==> config.mk <==
export PLATFORM = sky130hd
export DESIGN_NAME = dcache_flush_ctrl_flat
export DESIGN_NICKNAME = d
export VERILOG_FILES = /design/src/rtl/dcache_flush_ctrl_if.sv /design/src/rtl/dcache_flush_ctrl.sv /design/src/flat_wrapper.sv
export SDC_FILE = /design/constraint.sdc
export NUM_CORES = 1
export LEC_CHECK = 0
export ABC_AREA = 1
export CAP_MARGIN = 20
export CORE_ASPECT_RATIO = 1.25
export CORE_UTILIZATION = 39
export CTS_CLUSTER_DIAMETER = 200
export CTS_CLUSTER_SIZE = 28
export DETAILED_ROUTE_END_ITERATION = 8
export PLACE_DENSITY = 0.88
export SETUP_SLACK_MARGIN = 0.05
export SYNTH_ARGS = -nofsm -noshare
export SYNTH_HDL_FRONTEND = slang
export SYNTH_SLANG_ARGS = --single-unit
==> constraint.sdc <==
create_clock -name clk -period 1.45 [get_ports clk]
set_input_delay 0.145 -clock clk [delete_from_list [all_inputs] [get_ports clk]]
set_output_delay 0.145 -clock clk [all_outputs]
set_load 0.005 [all_outputs]
==> src/rtl/dcache_flush_ctrl_if.sv <==
// Bus bundle between the flush controller, its dcache_line and the single-word memory bus.
// master = the flush controller, slave = line/memory/requester side.
interface dcache_flush_ctrl_if #(
   parameter int DATABITS = 32,
   parameter int ADDRBITS = 32
);
   logic                miss_req;
   logic [ADDRBITS-1:0] miss_addr;
   logic                line_miss;
   logic                line_dirty;
   logic [ADDRBITS-1:0] line_memory_section;
   logic [DATABITS-1:0] line_out;
   logic                flush_mode;
   logic                flush_we;
   logic [ADDRBITS-1:0] flush_addr;
   logic [DATABITS-1:0] flush_in;
   logic [ADDRBITS-1:0] mem_addr;
   logic                mem_rdreq;
   logic                mem_wrreq;
   logic [DATABITS-1:0] mem_out;
   logic [DATABITS-1:0] mem_in;
   logic                mem_ack;
   logic                flush_busy;
   logic                flush_done;

   modport master (
      input  miss_req, miss_addr, line_miss, line_dirty, line_memory_section, line_out,
             mem_in, mem_ack,
      output flush_mode, flush_we, flush_addr, flush_in, mem_addr, mem_rdreq, mem_wrreq,
             mem_out, flush_busy, flush_done
   );

   modport slave (
      output miss_req, miss_addr, line_miss, line_dirty, line_memory_section, line_out,
             mem_in, mem_ack,
      input  flush_mode, flush_we, flush_addr, flush_in, mem_addr, mem_rdreq, mem_wrreq,
             mem_out, flush_busy, flush_done
   );
endinterface

==> src/rtl/dcache_flush_ctrl.sv <==
// Miss sequencer for one dcache_line: optional dirty write-back, then full-line refill.
// Define DCACHE_FLUSH_PERF_EN to add saturating miss / write-back counters.
module dcache_flush_ctrl #(
   parameter int DATABITS      = 32,
   parameter int ADDRBITS      = 32,
   parameter int CACHEADDRBITS = 5
) (
   input  logic                clk,
   input  logic                reset_n,
   dcache_flush_ctrl_if.master bus
`ifdef DCACHE_FLUSH_PERF_EN
   ,
   output logic [31:0]         perf_miss_cnt_o,
   output logic [31:0]         perf_wb_cnt_o
`endif
);
   localparam int SECBITS = ADDRBITS - CACHEADDRBITS - 2;

   localparam logic [2:0] S_IDLE     = 3'd0;
   localparam logic [2:0] S_WB_ADDR  = 3'd1;
   localparam logic [2:0] S_WB_REQ   = 3'd2;
   localparam logic [2:0] S_FILL_REQ = 3'd3;
   localparam logic [2:0] S_FILL_WR  = 3'd4;
   localparam logic [2:0] S_DONE     = 3'd5;

   logic [2:0]               state_q, state_d;
   logic [CACHEADDRBITS-1:0] idx_q, idx_d;
   logic [SECBITS-1:0]       sec_q, sec_d;
   logic [ADDRBITS-1:0]      old_q, old_d;
   logic [DATABITS-1:0]      wdata_q, wdata_d;
   logic [DATABITS-1:0]      rdata_q, rdata_d;
   logic                     entry_q, entry_d;

   logic                start;
   logic                idx_last;
   logic [ADDRBITS-1:0] idx_off;
   logic [ADDRBITS-1:0] wb_addr;
   logic [ADDRBITS-1:0] fill_addr;
   logic                unused_addr_bits;

   assign start            = (state_q == S_IDLE) && bus.miss_req && bus.line_miss;
   assign idx_last         = &idx_q;
   assign idx_off          = {{SECBITS{1'b0}}, idx_q, 2'b00};
   assign wb_addr          = old_q | idx_off;
   assign fill_addr        = {sec_q, idx_q, 2'b00};
   assign unused_addr_bits = ^bus.miss_addr[CACHEADDRBITS+1:0];

   always_comb begin
      state_d = state_q;
      idx_d   = idx_q;
      sec_d   = sec_q;
      old_d   = old_q;
      wdata_d = wdata_q;
      rdata_d = rdata_q;
      entry_d = 1'b0;
      case (state_q)
         S_IDLE: begin
            if (start) begin
               sec_d   = bus.miss_addr[ADDRBITS-1:CACHEADDRBITS+2];
               old_d   = bus.line_memory_section;
               idx_d   = '0;
               state_d = bus.line_dirty ? S_WB_ADDR : S_FILL_REQ;
            end
         end
         S_WB_ADDR: begin
            state_d = S_WB_REQ;
            entry_d = 1'b1;
         end
         S_WB_REQ: begin
            if (entry_q) wdata_d = bus.line_out;
            if (bus.mem_ack) begin
               idx_d   = idx_q + 1'b1;
               state_d = idx_last ? S_FILL_REQ : S_WB_ADDR;
            end
         end
         S_FILL_REQ: begin
            if (bus.mem_ack) begin
               rdata_d = bus.mem_in;
               state_d = S_FILL_WR;
            end
         end
         S_FILL_WR: begin
            idx_d   = idx_q + 1'b1;
            state_d = idx_last ? S_DONE : S_FILL_REQ;
         end
         S_DONE:  state_d = S_IDLE;
         default: state_d = S_IDLE;
      endcase
   end

   always_ff @(posedge clk or negedge reset_n) begin
      if (!reset_n) begin
         state_q <= S_IDLE;
         idx_q   <= '0;
         sec_q   <= '0;
         old_q   <= '0;
         wdata_q <= '0;
         rdata_q <= '0;
         entry_q <= 1'b0;
      end else begin
         state_q <= state_d;
         idx_q   <= idx_d;
         sec_q   <= sec_d;
         old_q   <= old_d;
         wdata_q <= wdata_d;
         rdata_q <= rdata_d;
         entry_q <= entry_d;
      end
   end

   // line_out is only valid in the first WB_REQ cycle; later cycles use the captured copy.
   assign bus.mem_out    = (state_q == S_WB_REQ) ? (entry_q ? bus.line_out : wdata_q) : '0;
   assign bus.mem_wrreq  = (state_q == S_WB_REQ);
   assign bus.mem_rdreq  = (state_q == S_FILL_REQ);
   assign bus.mem_addr   = (state_q == S_WB_REQ)   ? wb_addr :
                           (state_q == S_FILL_REQ) ? fill_addr : '0;
   assign bus.flush_mode = (state_q == S_WB_ADDR) || (state_q == S_WB_REQ) ||
                           (state_q == S_FILL_REQ) || (state_q == S_FILL_WR);
   assign bus.flush_we   = (state_q == S_FILL_WR);
   assign bus.flush_addr = ((state_q == S_WB_ADDR) || (state_q == S_WB_REQ)) ? wb_addr :
                           (state_q == S_FILL_WR) ? fill_addr : '0;
   assign bus.flush_in   = (state_q == S_FILL_WR) ? rdata_q : '0;
   assign bus.flush_busy = (state_q != S_IDLE);
   assign bus.flush_done = (state_q == S_DONE);

`ifdef DCACHE_FLUSH_PERF_EN
   logic [31:0] perf_miss_q, perf_miss_d;
   logic [31:0] perf_wb_q, perf_wb_d;

   assign perf_miss_d = (start && (perf_miss_q != 32'hFFFF_FFFF)) ? perf_miss_q + 32'd1 : perf_miss_q;
   assign perf_wb_d   = (start && bus.line_dirty && (perf_wb_q != 32'hFFFF_FFFF)) ?
                        perf_wb_q + 32'd1 : perf_wb_q;

   always_ff @(posedge clk or negedge reset_n) begin
      if (!reset_n) begin
         perf_miss_q <= '0;
         perf_wb_q   <= '0;
      end else begin
         perf_miss_q <= perf_miss_d;
         perf_wb_q   <= perf_wb_d;
      end
   end

   assign perf_miss_cnt_o = perf_miss_q;
   assign perf_wb_cnt_o   = perf_wb_q;
`endif
endmodule

==> src/flat_wrapper.sv <==
// flat-port wrapper written by rule: the top's interface ports become plain ports
module dcache_flush_ctrl_flat 
#(
   parameter int DATABITS      = 32,
   parameter int ADDRBITS      = 32,
   parameter int CACHEADDRBITS = 5
)
  (clk, reset_n, bus_miss_req, bus_miss_addr, bus_line_miss, bus_line_dirty, bus_line_memory_section, bus_line_out, bus_mem_in, bus_mem_ack, bus_flush_mode, bus_flush_we, bus_flush_addr, bus_flush_in, bus_mem_addr, bus_mem_rdreq, bus_mem_wrreq, bus_mem_out, bus_flush_busy, bus_flush_done);
  dcache_flush_ctrl_if #(.DATABITS(DATABITS), .ADDRBITS(ADDRBITS)) bus_i ();
  input  logic clk;
  input  logic reset_n;
  input wire logic [$bits(bus_i.miss_req)-1:0] bus_miss_req;
  input wire logic [$bits(bus_i.miss_addr)-1:0] bus_miss_addr;
  input wire logic [$bits(bus_i.line_miss)-1:0] bus_line_miss;
  input wire logic [$bits(bus_i.line_dirty)-1:0] bus_line_dirty;
  input wire logic [$bits(bus_i.line_memory_section)-1:0] bus_line_memory_section;
  input wire logic [$bits(bus_i.line_out)-1:0] bus_line_out;
  input wire logic [$bits(bus_i.mem_in)-1:0] bus_mem_in;
  input wire logic [$bits(bus_i.mem_ack)-1:0] bus_mem_ack;
  output wire logic [$bits(bus_i.flush_mode)-1:0] bus_flush_mode;
  output wire logic [$bits(bus_i.flush_we)-1:0] bus_flush_we;
  output wire logic [$bits(bus_i.flush_addr)-1:0] bus_flush_addr;
  output wire logic [$bits(bus_i.flush_in)-1:0] bus_flush_in;
  output wire logic [$bits(bus_i.mem_addr)-1:0] bus_mem_addr;
  output wire logic [$bits(bus_i.mem_rdreq)-1:0] bus_mem_rdreq;
  output wire logic [$bits(bus_i.mem_wrreq)-1:0] bus_mem_wrreq;
  output wire logic [$bits(bus_i.mem_out)-1:0] bus_mem_out;
  output wire logic [$bits(bus_i.flush_busy)-1:0] bus_flush_busy;
  output wire logic [$bits(bus_i.flush_done)-1:0] bus_flush_done;
  assign bus_i.miss_req = bus_miss_req;
  assign bus_i.miss_addr = bus_miss_addr;
  assign bus_i.line_miss = bus_line_miss;
  assign bus_i.line_dirty = bus_line_dirty;
  assign bus_i.line_memory_section = bus_line_memory_section;
  assign bus_i.line_out = bus_line_out;
  assign bus_i.mem_in = bus_mem_in;
  assign bus_i.mem_ack = bus_mem_ack;
  assign bus_flush_mode = bus_i.flush_mode;
  assign bus_flush_we = bus_i.flush_we;
  assign bus_flush_addr = bus_i.flush_addr;
  assign bus_flush_in = bus_i.flush_in;
  assign bus_mem_addr = bus_i.mem_addr;
  assign bus_mem_rdreq = bus_i.mem_rdreq;
  assign bus_mem_wrreq = bus_i.mem_wrreq;
  assign bus_mem_out = bus_i.mem_out;
  assign bus_flush_busy = bus_i.flush_busy;
  assign bus_flush_done = bus_i.flush_done;
  dcache_flush_ctrl #(.DATABITS(DATABITS), .ADDRBITS(ADDRBITS), .CACHEADDRBITS(CACHEADDRBITS)) u_core (.clk(clk), .reset_n(reset_n), .bus(bus_i));
endmodule
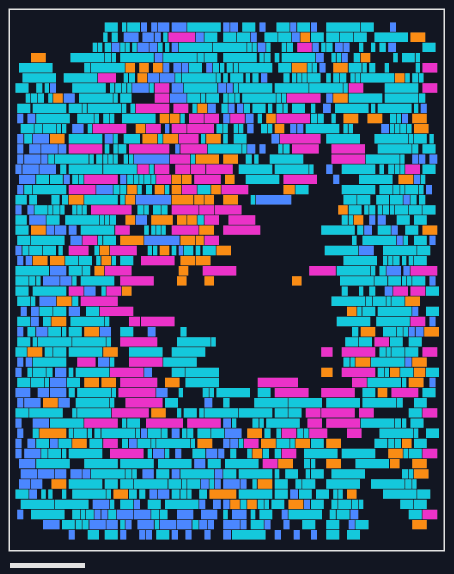
Run 1: cells by drive strength
Scale bar: 20 um.
| colour | size | cells | share | most used |
|---|---|---|---|---|
| magenta | x6 and larger | 106 | 9.6% | buf_6 |
| cyan | x1 and smaller | 656 | 59% | dfrtp_1 |
| orange | x3 and x4 | 115 | 10% | nor2_4 |
| blue | x2 | 231 | 21% | buf_2 |

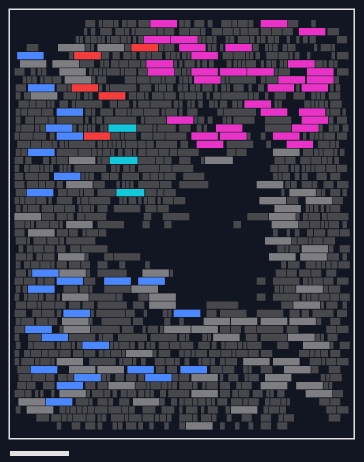
Run 1: where the registers sit
Scale bar: 20 um.
| colour | signal | flops |
|---|---|---|
| cyan | u_core.state_q | 3 |
| magenta | u_core.rdata_q | 32 |
| red | u_core.idx_q | 5 |
| blue | u_core.sec_q | 25 |
not coloured: 65

==> results.json, run 1 <==
{
  "nClkBuffers": 21,
  "cts_setup_buffers": 24,
  "power.share.clock": 0.190,
  "clk-insertion-delay-late_ns": 0.41,
  "enable_flop_cells": 0,
  "track_usage": 0.254,
  "timing.final.hold_violations": 0,
  "run_status": "finished with violations",
  "place_inst": 1229,
  "initial_antenna_violation_count": 0,
  "critPathMaxStageDelay_ns": 0.43,
  "met3_length_um": 1660,
  "grt_start_max_net_pins": 55,
  "worst-setup-path-type": "register to output pin",
  "global_route.usage.met1": 0.267,
  "holdCritPathClass": "primary input to async pin",
  "data_required_time_at_the_worst_endpoint_ns": 1.31,
  "stdcell_count": 1320,
  "drc_errors": 0,
  "maxSlewHeadroom": 0.703,
  "bufAreaShareNonClock": 0.312,
  "finalCriticalPeriod_ns": 2.04,
  "route.final.wire_length_um": 24900,
  "ff2ff_setup_slack_ns": -0.37,
  "die_width_um": 116,
  "power_uw": 24600,
  "postRouteAntennaNets": 0,
  "fin_setup_tns_ns": -74.82,
  "share_seq_of_total_power": 0.241,
  "internal-power_uw": 14800,
  "worst_path_max_delay_cell": "dfrtp_2",
  "timing.critical_path.max_delay_family": "buffers and inverters",
  "nNonClkBuffers": 369,
  "starting_drt_drc_count": 448,
  "design.seq.count": 130,
  "die_height_um": 145,
  "layout_top_registers": "u_core.old_q: 32 flops, u_core.rdata_q: 32 flops, u_core.wdata_q: 32 flops",
  "power.leakage_uw": 0.00552,
  "antennaDiodeCount": 0,
  "taps": 212,
  "setup_viol": 251,
  "met2RoutedLength_um": 13200,
  "wl_met1_um": 8730,
  "flow.area_growth_from_synthesis_pct": 80.2,
  "num_io_pins": 268,
  "htree_num_levels": 4,
  "post-route-worst-setup-slack_ns": -0.585,
  "ys_chip_area_um2": 6350,
  "synth_top_flop_cell": "dfrtp_1",
  "crit_end": "bus_flush_addr[30]",
  "rsz0062_at_grt": "yes",
  "synth.net_count": 894,
  "finalCritPeriodShare": 1.40,
  "ys_top_logic_family": "AND-OR/OR-AND gates",
  "place_congestion": 0.853,
  "global_route.overflow_total": 0,
  "per_cell_routed_wire_length_um": 18.9,
  "synth.area.top_cells": "dfrtp_1 51%, nor2_1 9.5%, a21oi_1 6.4%",
  "crit_fanout": 11,
  "clockBufferDepth": 2,
  "seqAreaFraction": 0.285,
  "irDropWorstVdd_mv": 1.45,
  "core_um2": 15800,
  "design.die.area_um2": 16800,
  "synthCells": 758,
  "sw_frac_of_total": 0.398,
  "power.density_cell_area_nw_per_um2": 2150,
  "vias_in_the_first_global_route": 6504,
  "post_cts_resized": 432,
  "aoi_share": 0.166,
  "maxClockFrequency_mhz": 491,
  "ctsHoldBuffers": 1,
  "grt_use_met3": 0.0546,
  "fin_util": 0.726,
  "synth.ff_latch_count": 130,
  "timing.critical_path.arrival_ns": 1.89,
  "violations": "negative setup slack",
  "fraction_of_the_mapped_netlist_area_in_simple_logic_gates": 0.154,
  "logic_area_um2": 3290,
  "cts_root_buf": "clkbuf_16",
  "tool_warnings": 35,
  "worstSetupStartpointType": "register",
  "routed-via-count": 6934
}
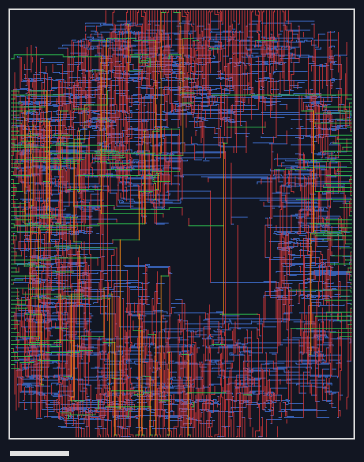
Run 1: routed metal, one colour a layer
Scale bar: 20 um.
| colour | layer | wire length |
|---|---|---|
| red | M2 | 13200 um |
| orange | M4 | 1350 um |
| blue | M1 | 8730 um |
| green | M3 | 1660 um |

Run 1, wires at chosen ports, followed through buffers:
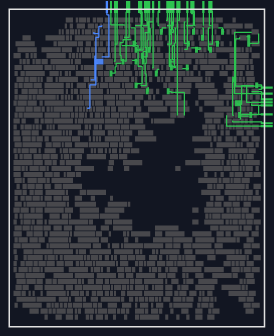

==> run 2: changes to the inputs <==
--- a/config.mk
+++ b/config.mk
@@ -8,11 +8,13 @@
 export ABC_AREA = 1
 export CAP_MARGIN = 20
 export CORE_ASPECT_RATIO = 1.25
+export CORE_MARGIN = 2
 export CORE_UTILIZATION = 39
 export CTS_CLUSTER_DIAMETER = 200
 export CTS_CLUSTER_SIZE = 28
 export DETAILED_ROUTE_END_ITERATION = 8
 export PLACE_DENSITY = 0.88
+export RECOVER_POWER = 50
 export SETUP_SLACK_MARGIN = 0.05
 export SYNTH_ARGS = -nofsm -noshare
 export SYNTH_HDL_FRONTEND = slang
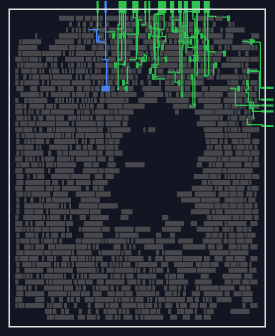
Run 2: wires at chosen ports, followed through buffers
| colour | port | direction | edge | end cells | buffers | wire |
|---|---|---|---|---|---|---|
| blue | bus_flush_we | output | north | 1 | 2 | 54.5 um |
| green | bus_mem_in | input | 27 north, 5 east | 32 | 32 | 940 um |

==> run 2 against run 1 <==
Effect of this change:
- the run still ends with negative setup slack left
- final area fell by 0.28%
- largest cell class unchanged
- sequential cell count did not move
- maximum frequency rose by 1.8%
==> results.json, run 2 <==
{
  "drc_errors": 0,
  "timing.critical_path.to_type": "output pin",
  "number_of_clock_sinks": 130,
  "gr-usage-met2": 0.440,
  "aoi_share": 0.166,
  "data_required_time_at_the_worst_endpoint_ns": 1.31,
  "ff2ff_path_depth": 9,
  "cts_root_buf": "clkbuf_16",
  "taps": 216,
  "crit_end": "bus_flush_addr[7]",
  "combAreaFraction": 0.295,
  "global_route.overflow_total": 0,
  "fin_worst_skew_ns": 0.00548,
  "power.leakage_uw": 0.00559,
  "ys_async_sr_fraction": 1.00,
  "synth.ff_latch_count": 130,
  "post-route-worst-setup-slack_ns": -0.549,
  "synth.net_count": 894,
  "timing.critical_path.arrival_ns": 1.85,
  "share_comb_of_total_power": 0.584,
  "initial_antenna_violation_count": 0,
  "ctsHoldBuffers": 1,
  "finalInstanceArea_um2": 11400,
  "synth_top_flop_cell": "dfrtp_1",
  "power.share.clock": 0.179,
  "worst_r2r_startpoint": "u_core.state_q[0]",
  "ys_chip_area_um2": 6350,
  "flow.area_growth_from_synthesis_pct": 79.7,
  "die_width_um": 118,
  "htree_num_levels": 4,
  "synthCells": 758,
  "synth.largest_area_cell": "dfrtp_1",
  "ff2ff_setup_slack_ns": -0.27,
  "route.final.wire_length_um": 25200,
  "tritoncts_clock_tree": "built",
  "grt_start_max_net_pins": 54,
  "clock_net_power_uw": 4570,
  "critPathMaxStageDelay_ns": 0.46,
  "run_status": "finished with violations",
  "logic_area_um2": 3360,
  "nNonClkBuffers": 368,
  "global_route.usage.met1": 0.256,
  "stdcell_count": 1323,
  "dp_hpwl_um": 13700,
  "violations": "negative setup slack",
  "starting_drt_drc_count": 455,
  "core_util_floorplan": 0.395,
  "yosys_adder_share": 0.00394,
  "met3_length_um": 1580,
  "routed-via-count": 6944,
  "irDropWorstVdd_mv": 1.56,
  "holdPathStages": 3,
  "non_clock_inverter_count": 105,
  "nClkBuffers": 19,
  "synthesized_area_um2": 6350,
  "share_seq_of_total_power": 0.236,
  "dr.pass1.iters": 6,
  "grt_first_pass_wirelength_um": 33500,
  "setup_viol": 256,
  "place_inst": 1234,
  "clk-insertion-delay-late_ns": 0.42,
  "finalCriticalPeriod_ns": 2.00,
  "dpl_cell_area_um2": 9440,
  "crit_fanout": 7,
  "vias_per_cell": 5.25,
  "worst_path_max_delay_cell": "dfrtp_2",
  "met2RoutedLength_um": 13600,
  "cts_setup_buffers": 13,
  "sw_frac_of_total": 0.402,
  "design.seq.count": 130,
  "grt-busiest-layer": "met2",
  "post_synth_mux_area_share": 0.0504,
  "maxClockFrequency_mhz": 500,
  "io_buffer_count": 260,
  "tool_warnings": 35,
  "synth_stat.cells": 758,
  "switchingPower_uw": 10300,
  "timing.final.hold_violations": 0,
  "drive_gt1_frac": 0.383,
  "clockBufferDepth": 2,
  "post_cts_resized": 450,
  "power.density_cell_area_nw_per_um2": 2240,
  "bufAreaShareNonClock": 0.305,
  "maxSlewHeadroom": 0.379,
  "worstMarginPinSlew_ns": 0.932,
  "synth_cell_type_count": 24,
  "pins_over_slew_limit": 0,
  "design.die.area_um2": 17300,
  "place_congestion": 0.820,
  "worst-setup-path-type": "register to output pin",
  "fin_setup_tns_ns": -69.82,
  "fraction_of_the_mapped_netlist_area_in_simple_logic_gates": 0.154,
  "die_height_um": 147,
  "internal-power_uw": 15200,
  "worstSetupStartpointType": "register",
  "antennaDiodeCount": 0,
  "wl_met1_um": 8620,
  "largest_class": "non-clock buffers",
  "grt_use_met3": 0.0621,
  "yosys.area_share.xor_xnor": 0.00138,
  "power_uw": 25500,
  "per_cell_routed_wire_length_um": 19.0,
  "num_io_pins": 268,
  "topRoutingLayerUsed": "met4",
  "crit_buf_inv": 3,
  "core.rowCount": 52,
  "clkcell_share": 0.0547,
  "synthTopCellsByCount": "160 x nor2_1, 130 x dfrtp_1, 102 x inv_1",
  "holdCritPathClass": "primary input to register",
  "finalCritPeriodShare": 1.38,
  "layout_top_cells": "126 x dfrtp_1, 125 x clkdlybuf4s50_1, 114 x nor2_1, 109 x buf_2, 99 x inv_1",
  "layout.comb_gates.multi_input": 473,
  "top_logic_cell_by_instance_count_in_the_layout": "dfrtp_1",
  "synthMostInstantiatedCell": "nor2_1",
  "fillers": 1150,
  "postRouteAntennaNets": 0,
  "cp_cell_sequence": "nor2_4 -> nand2_8 -> buf_8 -> clkbuf_16 -> o22ai_4 -> buf_2",
  "hold_end": "u_core.old_q[3]",
  "enable_flop_cells": 0,
  "vias_in_the_first_global_route": 6893,
  "timing.critical_path.max_delay_family": "buffers and inverters",
  "seq_area_um2": 3260,
  "ys_top_logic_family": "AND-OR/OR-AND gates",
  "track_usage": 0.243,
  "synth.area.top_cells": "dfrtp_1 51%, nor2_1 9.5%, a21oi_1 6.4%",
  "clk_pin_slew_worst_setup_hold_paths_ns": 0.06,
  "core_um2": 16100,
  "power.largest_group": "combinational logic",
  "finish.net_count": 1231,
  "layout_top_registers": "u_core.old_q: 32 flops, u_core.rdata_q: 32 flops, u_core.wdata_q: 32 flops",
  "rsz0062_at_grt": "yes",
  "p_comb_uw": 14900
}
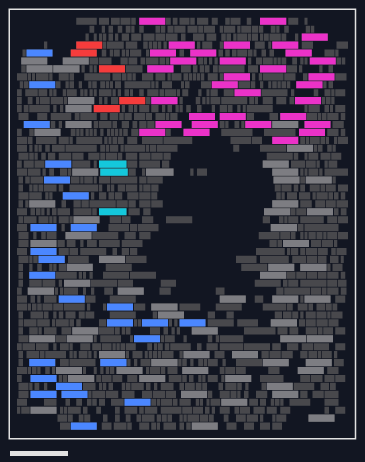
Run 2: where the registers sit
Scale bar: 20 um.
| colour | signal | flops |
|---|---|---|
| blue | u_core.sec_q | 25 |
| magenta | u_core.rdata_q | 32 |
| red | u_core.idx_q | 5 |
| cyan | u_core.state_q | 3 |
sequential share of cell area: 0.286
P_seq: 6030 uW
fin util: 0.710

Power and IR drop assume default switching activity.
